$ cat src/rtl/packer_feeder_pkg.sv
// Shared types and helpers for the packer feeder slice.
// Exports the element type, default element width and a ceil-log2 helper.
package packer_feeder_pkg;

    localparam int DATA_WIDTH_DEF = 8;

    typedef logic [DATA_WIDTH_DEF-1:0] elem_t;

    // Same ceil-log2 as the packer, so both ends size indices alike.
    function automatic int log2c(input int v);
        int r;
        r = 0;
        while ((1 << r) < v) r++;
        return r;
    endfunction

endpackage

$ cat src/rtl/packer_feeder_word_fifo.sv
// word_fifo: generic synchronous FIFO with flush.
// Ports: clk, rst, i_flush, i_push, i_pop, i_dat -> o_full, o_empty, o_head.
module word_fifo
    import packer_feeder_pkg::*;
#(
    parameter int DEPTH = 4,
    parameter int WIDTH = 128
) (
    input  logic             clk,
    input  logic             rst,
    input  logic             i_flush,
    input  logic             i_push,
    input  logic             i_pop,
    input  logic [WIDTH-1:0] i_dat,
    output logic             o_full,
    output logic             o_empty,
    output logic [WIDTH-1:0] o_head
);

    localparam int PW = log2c(DEPTH);
    localparam int CW = PW + 1;

    logic [WIDTH-1:0] r_mem [DEPTH];
    logic [PW-1:0]    r_wr;
    logic [PW-1:0]    r_rd;
    logic [CW-1:0]    r_cnt;
    logic             w_push;
    logic             w_pop;

    assign o_full  = (r_cnt == CW'(DEPTH));
    assign o_empty = (r_cnt == '0);
    assign o_head  = r_mem[r_rd];

    // Flush wins over both operations in the same cycle.
    assign w_push = i_push && !o_full && !i_flush;
    assign w_pop  = i_pop && !o_empty && !i_flush;

    always_ff @(posedge clk) begin
        if (w_push && !rst) begin
            r_mem[r_wr] <= i_dat;
        end
    end

    // Pointers wrap modulo DEPTH through natural overflow.
    always_ff @(posedge clk) begin
        if (rst || i_flush) begin
            r_wr  <= '0;
            r_rd  <= '0;
            r_cnt <= '0;
        end else begin
            if (w_push) r_wr <= r_wr + 1'b1;
            if (w_pop)  r_rd <= r_rd + 1'b1;
            if (w_push && !w_pop) begin
                r_cnt <= r_cnt + 1'b1;
            end else if (w_pop && !w_push) begin
                r_cnt <= r_cnt - 1'b1;
            end
        end
    end

endmodule

$ cat src/rtl/packer_feeder.sv
// packer_feeder: buffers wide words and serves them MSB element first.
// Ports: clk, rst, Flush, InVld/InRdy/InDat in; ReqDat -> ValDat/Dat, Empty.
module packer_feeder
    import packer_feeder_pkg::*;
#(
    parameter int DATA_WIDTH = DATA_WIDTH_DEF,
    parameter int NUM_IN     = 16,
    parameter int DEPTH      = 4
) (
    input  logic                         clk,
    input  logic                         rst,
    input  logic                         Flush,
    input  logic                         InVld,
    output logic                         InRdy,
    input  logic [DATA_WIDTH*NUM_IN-1:0] InDat,
    input  logic                         ReqDat,
    output logic                         ValDat,
    output logic [DATA_WIDTH-1:0]        Dat,
    output logic                         Empty
);

    localparam int WW = DATA_WIDTH * NUM_IN;
    localparam int IW = log2c(NUM_IN);
    localparam logic [IW-1:0] IDX_MAX = IW'(NUM_IN - 1);

    logic                  w_full;
    logic                  w_empty;
    logic [WW-1:0]         w_head;
    logic                  w_serve;
    logic                  w_pop;
    logic [DATA_WIDTH-1:0] w_elems [NUM_IN];
    logic [IW-1:0]         r_idx;
    logic                  r_val;
    logic [DATA_WIDTH-1:0] r_dat;

    assign InRdy   = !w_full;
    assign Empty   = w_empty;
    assign ValDat  = r_val;
    assign Dat     = r_dat;
    assign w_serve = ReqDat && !w_empty;
    // Head word retires with its last (least significant) element.
    assign w_pop   = w_serve && (r_idx == '0);

    for (genvar g = 0; g < NUM_IN; g++) begin : g_elem
        assign w_elems[g] = w_head[g*DATA_WIDTH +: DATA_WIDTH];
    end

    word_fifo #(
        .DEPTH (DEPTH),
        .WIDTH (WW)
    ) u_fifo (
        .clk     (clk),
        .rst     (rst),
        .i_flush (Flush),
        .i_push  (InVld),
        .i_pop   (w_pop),
        .i_dat   (InDat),
        .o_full  (w_full),
        .o_empty (w_empty),
        .o_head  (w_head)
    );

    // Dat holds across idle and flush cycles; only reset clears it.
    always_ff @(posedge clk) begin
        if (rst) begin
            r_idx <= IDX_MAX;
            r_val <= 1'b0;
            r_dat <= '0;
        end else if (Flush) begin
            r_idx <= IDX_MAX;
            r_val <= 1'b0;
        end else begin
            r_val <= w_serve;
            if (w_serve) begin
                r_dat <= w_elems[r_idx];
                r_idx <= r_idx - 1'b1;
            end
        end
    end

endmodule

$ cat config.mk
export PLATFORM = sky130hd
export DESIGN_NAME = packer_feeder
export DESIGN_NICKNAME = d
export VERILOG_FILES = /design/src/rtl/packer_feeder_pkg.sv /design/src/rtl/packer_feeder_word_fifo.sv /design/src/rtl/packer_feeder.sv
export SDC_FILE = /design/constraint.sdc
export NUM_CORES = 1
export LEC_CHECK = 0
export ABC_CLOCK_PERIOD_IN_PS = 5400
export CAP_MARGIN = 10
export CORE_MARGIN = 5
export CORE_UTILIZATION = 41
export DETAILED_ROUTE_END_ITERATION = 16
export PLACE_DENSITY = 0.64
export SLEW_MARGIN = 20
export SYNTH_ARGS = -nofsm -noshare
export SYNTH_HDL_FRONTEND = slang
export SYNTH_SLANG_ARGS = --single-unit
export TNS_END_PERCENT = 1
$ cat constraint.sdc
create_clock -name clk -period 5.4 [get_ports clk]
set_input_delay 0.81 -clock clk [delete_from_list [all_inputs] [get_ports clk]]
set_output_delay 0.81 -clock clk [all_outputs]
set_load 0.01 [all_outputs]
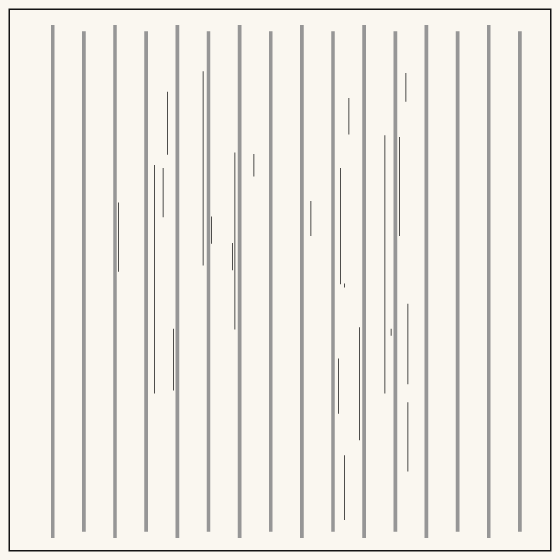
met4.png
Supply wires on this layer in gray.
share of all routed wire: 1.7%
nets with wire on the layer: 10
main direction: vertical
longest straight run: 112 um

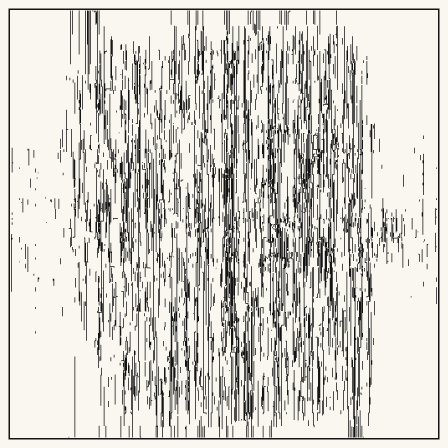
met2.png
nets with wire on the layer: 1175
wire length on this layer: 22.8 mm
longest straight run: 99.6 um
main direction: vertical

==> impl_metrics.tcl <==
# place-and-route summary
set metrics [dict create \
    met1_length_um 20500 \
    nFillCells 4011 \
    drc 0 \
    cts.clk_slew.worst_paths_ns 0.06 \
    status "complete, no violations" \
    min_path_cells 2 \
    cts_root_buf "clkbuf_16" \
    hpwl_um 30200 \
    fin_nets 1315 \
    yosysSeqAreaShare 0.760 \
    crit_chain "buf_4 > nand3b_1 > o221ai_1 > a21oi_1 > or4_1 > a311oi_1" \
    ctsResizeCount 0 \
    grt.total_usage 0.169 \
    r2r_slack_ns 2.01 \
    tightest_slew_ns 0.945 \
    synthFlopType "edfxtp_1" \
    seq_area_mm2 0.0158 \
    antenna_found_initial 3 \
    yosys_warnings 0 \
    path_buffers 1 \
    grt_overflow_total 0 \
    wl_per_cell_um 25.2 \
    cts_tree "built" \
    hold_violations 0 \
    max_clock_freq_mhz 295 \
    yosys.area.top_type "edfxtp_1" \
    cts-hold-fix-buffers 0 \
    grt_max_degree 129 \
    startpoint_type "register" \
    r2r_cells 6 \
    finalCritPeriodShare 0.627 \
    ys.flops 534 \
    die-area_mm2 0.0554 \
    ys_area_mm2 0.0208 \
    min_to "u_fifo.r_wr[1]$_SDFFE_PP0N_" \
    io_buffers 143 \
    synthCells 1006 \
    postLayoutCellArea_mm2 0.0246 \
    slowest_stage "dfxtp_1" \
    worstSetupPathType "reg2reg" \
    globalRouteMet3Util 0.0384 \
    place_area_mm2 0.0229 \
    worst_ep_required_time_ns 5.89 \
    drv_cap 0 \
    cts_max_level 2 \
    num_vias 10300 \
    irDropWorstVdd_mv 0.193 \
    cts_setup_buffers 0 \
    synth_top_area_share 0.739 \
    clockBufferDepth 3 \
    min-delay-path-class "reg2reg" \
    wl_um 47500 \
    setup_viol 0 \
    synthesis.area_mm2 0.0208 \
    final_util 0.490 \
    synthArstFlopShare 0 \
    clock_latency_ns 0.59 \
    drv_slew 0 \
    r2r-start "r_idx[0]$_SDFFE_PP1N_" \
    cts_inserted_buffers 52 \
    area_growth_pct 18.1 \
]
-- power by group --
group	internal (mW)	switching, mW	leakage, nW
Combinational	0.136	0.153	1.97
Sequential	4.58	0.0138	4.80
Clock	2.01	1.46	0.804
Total	6.73	1.63	7.58
-- through the flow --
step | hold WS [ns] | total power [mW] | worst slack (ns) | std cells
2_1_floorplan | 0.469 | 4.77 | 0.499 | 1006
3_3_place_gp | 0.502 | 4.97 | 1.64 | 1792
3_5_place_dp | 0.501 | 4.98 | 1.65 | 1792
4_1_cts | 0.515 | 8.45 | 2.04 | 1885
5_1_grt | 0.534 | 8.64 | 1.90 | 1885
6_report | 0.521 | 8.36 | 2.01 | 1885
-- logic make-up (layout without fill, tap and decap cells) --
family / Yosys count / after routing / share of synthesized area
compound gates: 108 / 108 / 0.0374
xor+xnor: 8 / 8 / 0.00337
fa+ha+maj: 8 / 8 / 0.00517
buf+inv: 63 / 270 / 0.0234
flops: 534 / 534 / 0.760
mux: 169 / 169 / 0.143
simple gates: 116 / 116 / 0.0274
-- layout make-up --
class | count | share of cell area
clock buffers | 65 | 0.0567
clock inverters | 28 | 0.00977
inverters | 8 | 0.00122
multi-input cells | 409 | 0.184
flip-flops and latches | 534 | 0.644
well taps | 672 | 0.0342
repair buffers | 169 | 0.0703
-- worst max-delay path by stage --
| stage | slack (ns) | to | depth (start not counted) | startpoint |
|---|---|---|---|---|
| floorplan | 0.50 | u_fifo.r_mem[0][0]$_DFFE_PP_ | 4 | Flush |
| global placement | 1.64 | u_fifo.r_mem[1][88]$_DFFE_PP_ | 5 | rst |
| detailed placement | 1.65 | u_fifo.r_mem[1][6]$_DFFE_PP_ | 5 | rst |
| CTS | 2.04 | Dat[2]$_SDFFE_PP0P_ | 6 | r_idx[0]$_SDFFE_PP1N_ |
| global route | 1.90 | Dat[2]$_SDFFE_PP0P_ | 6 | r_idx[0]$_SDFFE_PP1N_ |
| finish | 2.01 | Dat[1]$_SDFFE_PP0P_ | 6 | r_idx[0]$_SDFFE_PP1N_ |
-- state kept, by name (all words and copies together) (netlist names), named ones only --
name,cells
Dat,8
u_fifo.r_mem,512
u_fifo.r_rd,2
u_fifo.r_wr,2
r_idx,4
u_fifo.r_cnt,3
ValDat,1
-- placed cells by master, fill, tap and decap left out, drive strengths merged, types with 3 or more instances in the layout --
cell type	n
edfxtp	512
clkdlybuf4s50	143
mux4	96
clkbuf	65
mux2i	62
nand2	40
buf	26
clkinv	24
nor2	23
dfxtp	22
a21oi	20
a22oi	19
and2	12
nand3	11
o22ai	11
mux2	11
inv	8
o221ai	8
o21ai	8
ha	7
o211ai	6
a2111oi	6
o311ai	6
a311oi	5
nor4	5
nor3	4
xnor2	4
or4	4
a211oi	4
xor2	4
bufinv	4
a31o	3
a221oi	3
a211o	3
-- worst register-to-register path, stage by stage, from the launching register on --
cell and delay (ns):
dfxtp_1 0.77, buf_4 0.46, nand3b_1 0.72, o221ai_1 0.44
a21oi_1 0.07, or4_1 0.59, a311oi_1 0.24
Power is estimated from default activity; no workload was simulated.
